### Clock routing, run 1

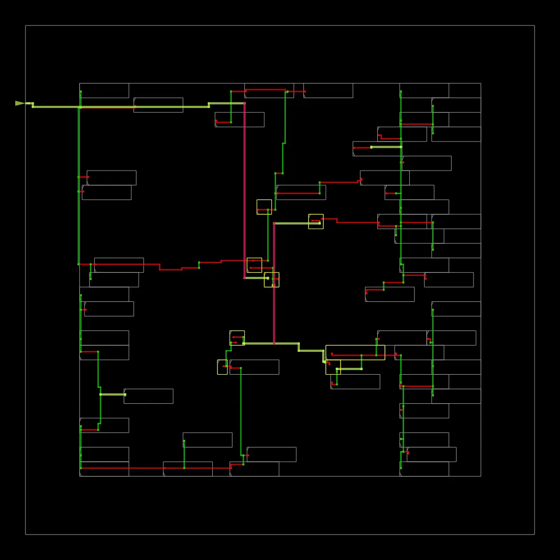
### Where the registers sit, run 1

Other sequential cells in the stronger grey, the rest of the logic in the fainter grey.
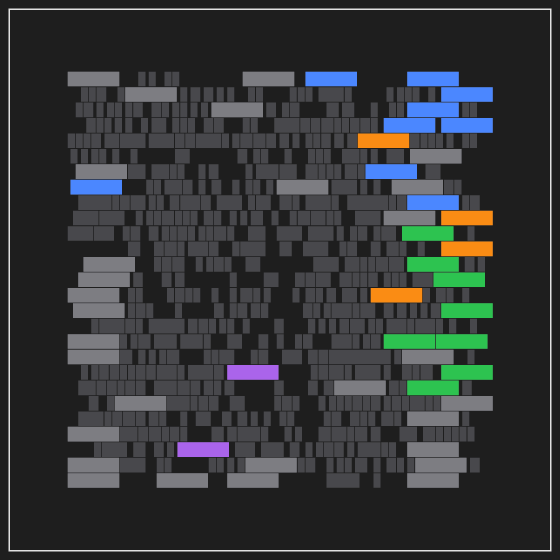
### Clock distribution, run 1

The bar under the picture is 20 um long.
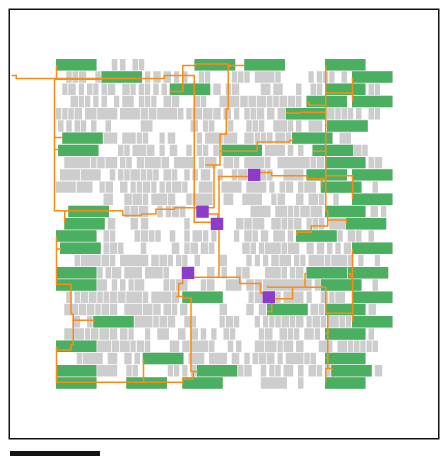
--- src/rtl/nanomamba_fft_sequencer.sv ---
// nanomamba_fft_sequencer: walks LOG2_N stages x N/2 butterflies of the in-place
// radix-2 DIT FFT and issues one butterfly command per handshake. A credit
// counter bounds outstanding commands. No stage starts before the previous
// stage's write-backs have all returned.
module nanomamba_fft_sequencer #(
  parameter int LOG2_N       = 9,
  parameter int MAX_INFLIGHT = 4
) (
  input  logic              clk_i,
  input  logic              rst_i,
  input  logic              start_i,
  input  logic              abort_i,
  output logic              cmd_valid_o,
  input  logic              cmd_ready_i,
  output logic [LOG2_N-1:0] cmd_addr_a_o,
  output logic [LOG2_N-1:0] cmd_addr_b_o,
  output logic [LOG2_N-2:0] cmd_tw_idx_o,
  output logic [3:0]        cmd_stage_o,
  input  logic              rsp_valid_i,
  output logic              busy_o,
  output logic              done_o,
  output logic              err_o
);
  typedef enum logic [1:0] {S_IDLE, S_ISSUE, S_DRAIN} state_t;

  localparam logic [3:0] LAST_STAGE = 4'(LOG2_N - 1);
  localparam logic [3:0] CREDITS    = 4'(MAX_INFLIGHT);

  state_t            state_q, state_d;
  logic [3:0]        stage_q, stage_d;
  logic [LOG2_N-2:0] j_q, j_d;
  logic [3:0]        inflight_q, inflight_d;
  logic              err_q, err_d;
  logic              cmd_valid_q, cmd_valid_d;
  logic [LOG2_N-1:0] addr_a_q, addr_a_d, addr_b_q, addr_b_d;
  logic [LOG2_N-2:0] tw_q, tw_d;
  logic [3:0]        cstage_q, cstage_d;
  logic              busy_q, busy_d, done_q, done_d;
  logic [LOG2_N-1:0] jw, half, grp, pos, a_calc;
  logic              hs, start_acc, stray, rsp_ok;

  // A response that arrives with nothing outstanding is an error.
  // It is never counted against the credits.
  assign hs        = cmd_valid_q & cmd_ready_i;
  assign start_acc = (state_q == S_IDLE) & start_i & ~abort_i;
  assign stray     = rsp_valid_i & (inflight_q == 4'd0);
  assign rsp_ok    = rsp_valid_i & ~stray;

  // State and output registers
  always_ff @(posedge clk_i or posedge rst_i) begin
    if (rst_i) begin
      state_q     <= S_IDLE;
      stage_q     <= 4'd0;
      j_q         <= '0;
      inflight_q  <= 4'd0;
      err_q       <= 1'b0;
      cmd_valid_q <= 1'b0;
      addr_a_q    <= '0;
      addr_b_q    <= '0;
      tw_q        <= '0;
      cstage_q    <= 4'd0;
      busy_q      <= 1'b0;
      done_q      <= 1'b0;
    end else begin
      state_q     <= state_d;
      stage_q     <= stage_d;
      j_q         <= j_d;
      inflight_q  <= inflight_d;
      err_q       <= err_d;
      cmd_valid_q <= cmd_valid_d;
      addr_a_q    <= addr_a_d;
      addr_b_q    <= addr_b_d;
      tw_q        <= tw_d;
      cstage_q    <= cstage_d;
      busy_q      <= busy_d;
      done_q      <= done_d;
    end
  end

  // Next state: butterfly/stage walk. DRAIN waits on the registered credit count.
  always_comb begin
    state_d = state_q;
    stage_d = stage_q;
    j_d     = j_q;
    if (abort_i) begin
      state_d = S_IDLE;
      stage_d = 4'd0;
      j_d     = '0;
    end else begin
      case (state_q)
        S_IDLE: if (start_i) begin
          state_d = S_ISSUE;
          stage_d = 4'd0;
          j_d     = '0;
        end
        S_ISSUE: if (hs) begin
          j_d = j_q + 1'b1;              // wraps to 0 after the last butterfly
          if (&j_q) state_d = S_DRAIN;
        end
        S_DRAIN: if (inflight_q == 4'd0) begin
          if (stage_q == LAST_STAGE) state_d = S_IDLE;
          else begin
            stage_d = stage_q + 4'd1;
            state_d = S_ISSUE;
          end
        end
        default: state_d = S_IDLE;
      endcase
    end
  end

  // Credit counter and sticky error flag
  always_comb begin
    inflight_d = inflight_q;
    err_d      = err_q;
    if (start_acc) err_d = 1'b0;
    if (stray)     err_d = 1'b1;
    if (abort_i || start_acc)  inflight_d = 4'd0;
    else if (hs && !rsp_ok)    inflight_d = inflight_q + 4'd1;
    else if (rsp_ok && !hs)    inflight_d = inflight_q - 4'd1;
  end

  // Registered outputs: the command payload follows the next (stage, j).
  // twiddle = pos << (LOG2_N-1-s) equals j shifted so that the group bits fall off the top.
  always_comb begin
    jw          = {1'b0, j_d};
    half        = LOG2_N'(1) << stage_d;
    grp         = jw >> stage_d;
    pos         = jw & (half - LOG2_N'(1));
    a_calc      = (grp << (stage_d + 4'd1)) | pos;
    cmd_valid_d = (state_d == S_ISSUE) && (inflight_d < CREDITS);
    busy_d      = (state_d != S_IDLE);
    done_d      = ~abort_i & (state_q == S_DRAIN) & (state_d == S_IDLE);
    addr_a_d    = addr_a_q;
    addr_b_d    = addr_b_q;
    tw_d        = tw_q;
    cstage_d    = cstage_q;
    if (abort_i) begin
      addr_a_d = '0;
      addr_b_d = '0;
      tw_d     = '0;
      cstage_d = 4'd0;
    end else if (state_d == S_ISSUE) begin
      addr_a_d = a_calc;
      addr_b_d = a_calc + half;
      tw_d     = j_d << (LAST_STAGE - stage_d);
      cstage_d = stage_d;
    end
  end

  assign cmd_valid_o  = cmd_valid_q;
  assign cmd_addr_a_o = addr_a_q;
  assign cmd_addr_b_o = addr_b_q;
  assign cmd_tw_idx_o = tw_q;
  assign cmd_stage_o  = cstage_q;
  assign busy_o       = busy_q;
  assign done_o       = done_q;
  assign err_o        = err_q;
endmodule
--- config.mk ---
export PLATFORM = sky130hd
export DESIGN_NAME = nanomamba_fft_sequencer
export DESIGN_NICKNAME = d
export VERILOG_FILES = /design/src/rtl/nanomamba_fft_sequencer.sv
export SDC_FILE = /design/constraint.sdc
export NUM_CORES = 1
export LEC_CHECK = 0
export ABC_AREA = 1
export CORE_MARGIN = 10
export CORE_UTILIZATION = 70
export CTS_BUF_LIST = sky130_fd_sc_hd__clkbuf_4
export CTS_CLUSTER_DIAMETER = 50
export DETAILED_ROUTE_END_ITERATION = 8
export DONT_BUFFER_PORTS = 1
export PLACE_DENSITY = 0.86
export SYNTH_ARGS = -nofsm -noshare
export SYNTH_HDL_FRONTEND = slang
export SYNTH_SLANG_ARGS = --single-unit
--- constraint.sdc ---
create_clock -name clk_i -period 7.6 [get_ports clk_i]
set_input_delay 1.52 -clock clk_i [delete_from_list [all_inputs] [get_ports clk_i]]
set_output_delay 1.52 -clock clk_i [all_outputs]
set_load 0.05 [all_outputs]
==> reports/qor.csv, run 1 <==
stage;metric;value;unit
status;status;finished clean;
cells_and_area;most frequent cells in the layout;nand2_1 (166), inv_1 (62), nand3_1 (58);
worst_setup_path;Critical Path End;cmd_addr_b_o[7];
clock_tree;buffer count from post-CTS setup fixing;0;
timing;RSZ-0062 raised after global routing;no;
die;chip area;9050;um^2
yosys;Post-synth EDFFs;0;
drt;1st-pass router iterations;5;
yosys;YS chip area;3950;um^2
grt;all-layer global routing usage;0.248;
power;NetSw;207;uW
worst_setup_path;delay-heaviest family, CP;simple AND/OR/NAND/NOR gates;
die;core region area;5510;um^2
grt;grt ovf;0;
power;peak supply drop;147;uV
cells_and_area;buffering overhead;0.00370;
drt;DRT met1 WL;4680;um
grt;vias in the first global route;3584;
die;Chip Height;95.1;um
cells_and_area;post-layout util;0.738;
worst_setup_path;crit path max fanout;23;
cells_and_area;flop count;52;
drt;drt wl/cell;17.8;um
worst_setup_path;cell count along the critical path;22;
grt;initial antenna violation count;0;
power;Leak;2.09;nW
timing;final setup vio count;0;
placed_design;placed cell count;619;
placed_design;Final HPWL DP;8730;um
yosys;flops & latches, synth;52;
clock_tree;# H-tree levels;2;
power;Internal;393;uW
timing;fin. max-slew vios;0;
die;row count;27;
yosys;Largest cells by area;dfrtp_1 (33%), nand2_1 (16%), nand3_1 (7.3%);
worst_setup_path;crit path max-delay cell type;ha_1;
clock_tree;CTS tree;yes;
timing;Final Hold Viols;0;
grt;GRT Max-Usage Layer;met2;
timing;max_slew headroom;0.272;
drt;ANT nets after route;0;
yosys;Mapped Nets;588;
cells_and_area;Seq area share;0.320;
clock_tree;clock sink total;52;
drt;Vias/cell;6.30;
worst_setup_path;CP Class;in -> reg;
drt;DRC viols;0;
cells_and_area;Inserted Diodes;0;
die;die width;95.1;um
yosys;Syn. warnings;0;
yosys;post-synthesis sequential area ratio;0.329;
worst_setup_path;Data arrival, critical path;5.39;ns
die;n_taps;72;
## Picture notes: 'Clock routing'
Worst-Skew Late Latency: 0.38 ns
clock distribution power: 158 uW
CTS buffer count: 5

## Picture notes: 'Where the registers sit'
cmd_stage_o: drawn in orange, flops 4, where middle right. state_q: drawn in purple, flops 2. cmd_tw_idx_o: drawn in green, flops 8, where middle right. cmd_addr_a_o: drawn in blue, flops 9, where upper right.
Another 29 sequential cells are not coloured.

## Picture notes: 'Clock distribution'
flip-flops: drawn in green, count 52. clock wires: drawn in orange, length 604 um. clock drivers: drawn in purple, count 5.
Position of the flops: spread over the die.

-- run 1: worst min path at each step --
stage,startpoint,end,slack (ns),depth (start not counted)
after global placement,inflight_q[2],inflight_q[2],0.60,2
after global routing,inflight_q[2],inflight_q[2],0.67,2
after floorplan,inflight_q[2],inflight_q[2],0.55,2
after detailed placement,inflight_q[2],inflight_q[2],0.60,2
after CTS,inflight_q[2],inflight_q[2],0.63,2
final,inflight_q[2],inflight_q[2],0.64,2
-- run 1: power by group through the flow --
stage	sequential (mW)	combinational [mW]	clock, mW
floorplan	0.324	0.0894	0
global placement	0.329	0.111	0
detailed placement	0.329	0.114	0
CTS	0.324	0.116	0.162
global route	0.325	0.131	0.175
finish	0.323	0.119	0.158
==> run 2, diff against run 1 <==
Settings changed: CORE_UTILIZATION 70 to 67, PLACE_DENSITY 0.86 to 0.83.
Clock period 7.6 ns to 4.7 ns, I/O delays scaled along.
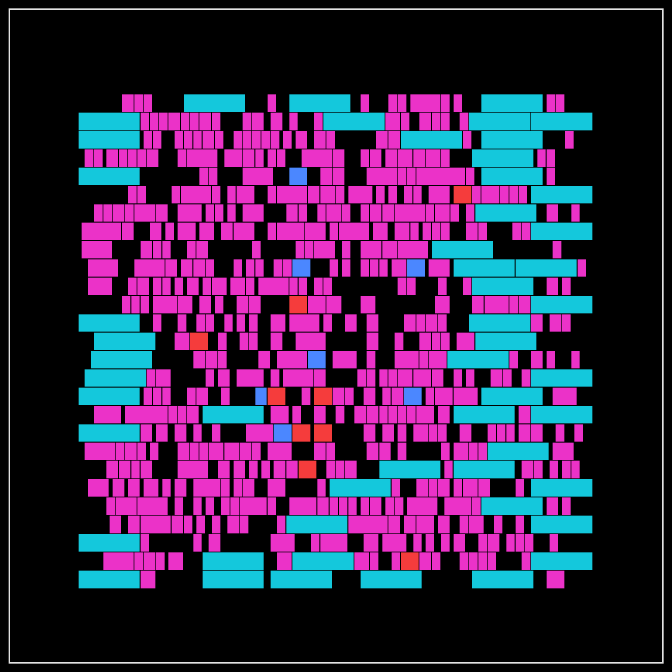
*Cells coloured by class, run 2*
clock drivers and dummy loads: drawn in blue, cells 7. combinational and other logic: drawn in magenta, cells 493. flops: drawn in cyan, cells 52. other buffers and delay cells: drawn in red, cells 9.
post-layout util: 0.732
row count: 27
post-route cell area: 4110 um^2
core region area: 5610 um^2
Seq area share: 0.317

==> run 2 against run 1 <==
Register-to-register slack worse by 2.3 ns. Critical path depth is 1 higher. Power is 53% higher. Worst setup slack worse by 2.2 ns. First-iteration DRC count is 10% lower. Design area is 1.1% higher. Synthesized cell count stayed put.
==> reports/qor.csv, run 2 <==
stage;metric;value;unit
drt;DRC viols;0;
worst_setup_path;delay-heaviest family, CP;simple AND/OR/NAND/NOR gates;
die;Chip Height;96.8;um
clock_tree;Worst-Skew Late Latency;0.39;ns
timing;fin. max-slew vios;0;
clock_tree;buffer count from post-CTS setup fixing;0;
worst_setup_path;cell count along the critical path;23;
power;Leak;2.11;nW
yosys;Post-synth EDFFs;0;
drt;DRT met1 WL;4660;um
worst_setup_path;crit path max-delay cell type;dfrtp_1;
timing;final setup vio count;0;
yosys;post-synthesis sequential area ratio;0.329;
die;n_taps;72;
drt;Vias/cell;6.14;
clock_tree;CTS buffer count;5;
cells_and_area;buffering overhead;0.0165;
grt;initial antenna violation count;1;
drt;ANT nets after route;0;
worst_setup_path;Data arrival, critical path;4.65;ns
drt;drt wl/cell;17.3;um
grt;GRT Max-Usage Layer;met2;
worst_hold_path;Worst Hold Path EP;done_o;
timing;max_slew headroom;0.270;
cells_and_area;flop count;52;
drt;1st-pass router iterations;5;
cells_and_area;Inserted Diodes;1;
grt;vias in the first global route;3637;
worst_setup_path;Critical Path End;cmd_addr_b_o[7];
placed_design;placed cell count;624;
power;peak supply drop;189;uV
yosys;Largest cells by area;dfrtp_1 (33%), nand2_1 (16%), nand3_1 (7.3%);
status;status;finished clean;
die;chip area;9370;um^2
timing;RSZ-0062 raised after global routing;no;
clock_tree;clock sink total;52;
yosys;Syn. warnings;0;
die;die width;96.8;um
placed_design;Final HPWL DP;8650;um
clock_tree;CTS tree;yes;
-- run 2: kinds of logic (layout without fill, tap and decap cells) --
| kind of cell | after synthesis | count (layout) | synth area share |
|---|---|---|---|
| AND-OR/OR-AND | 85 | 85 | 0.129 |
| XOR/XNOR | 6 | 6 | 0.0152 |
| adder cells (fa/ha/maj) | 24 | 24 | 0.0779 |
| buffers and inverters | 83 | 86 | 0.0877 |
| flip-flops | 52 | 52 | 0.329 |
| other | 0 | 1 | 0 |
| AND/OR/NAND/NOR | 308 | 308 | 0.360 |
-- run 2: power breakdown --
group          total (mW)  switching [mW]  internal (mW)
clock network       0.206           0.151         0.0549
registers           0.518          0.0502          0.468
logic               0.196           0.136         0.0606
No activity file was given, so power comes from the tool's default toggle rates.
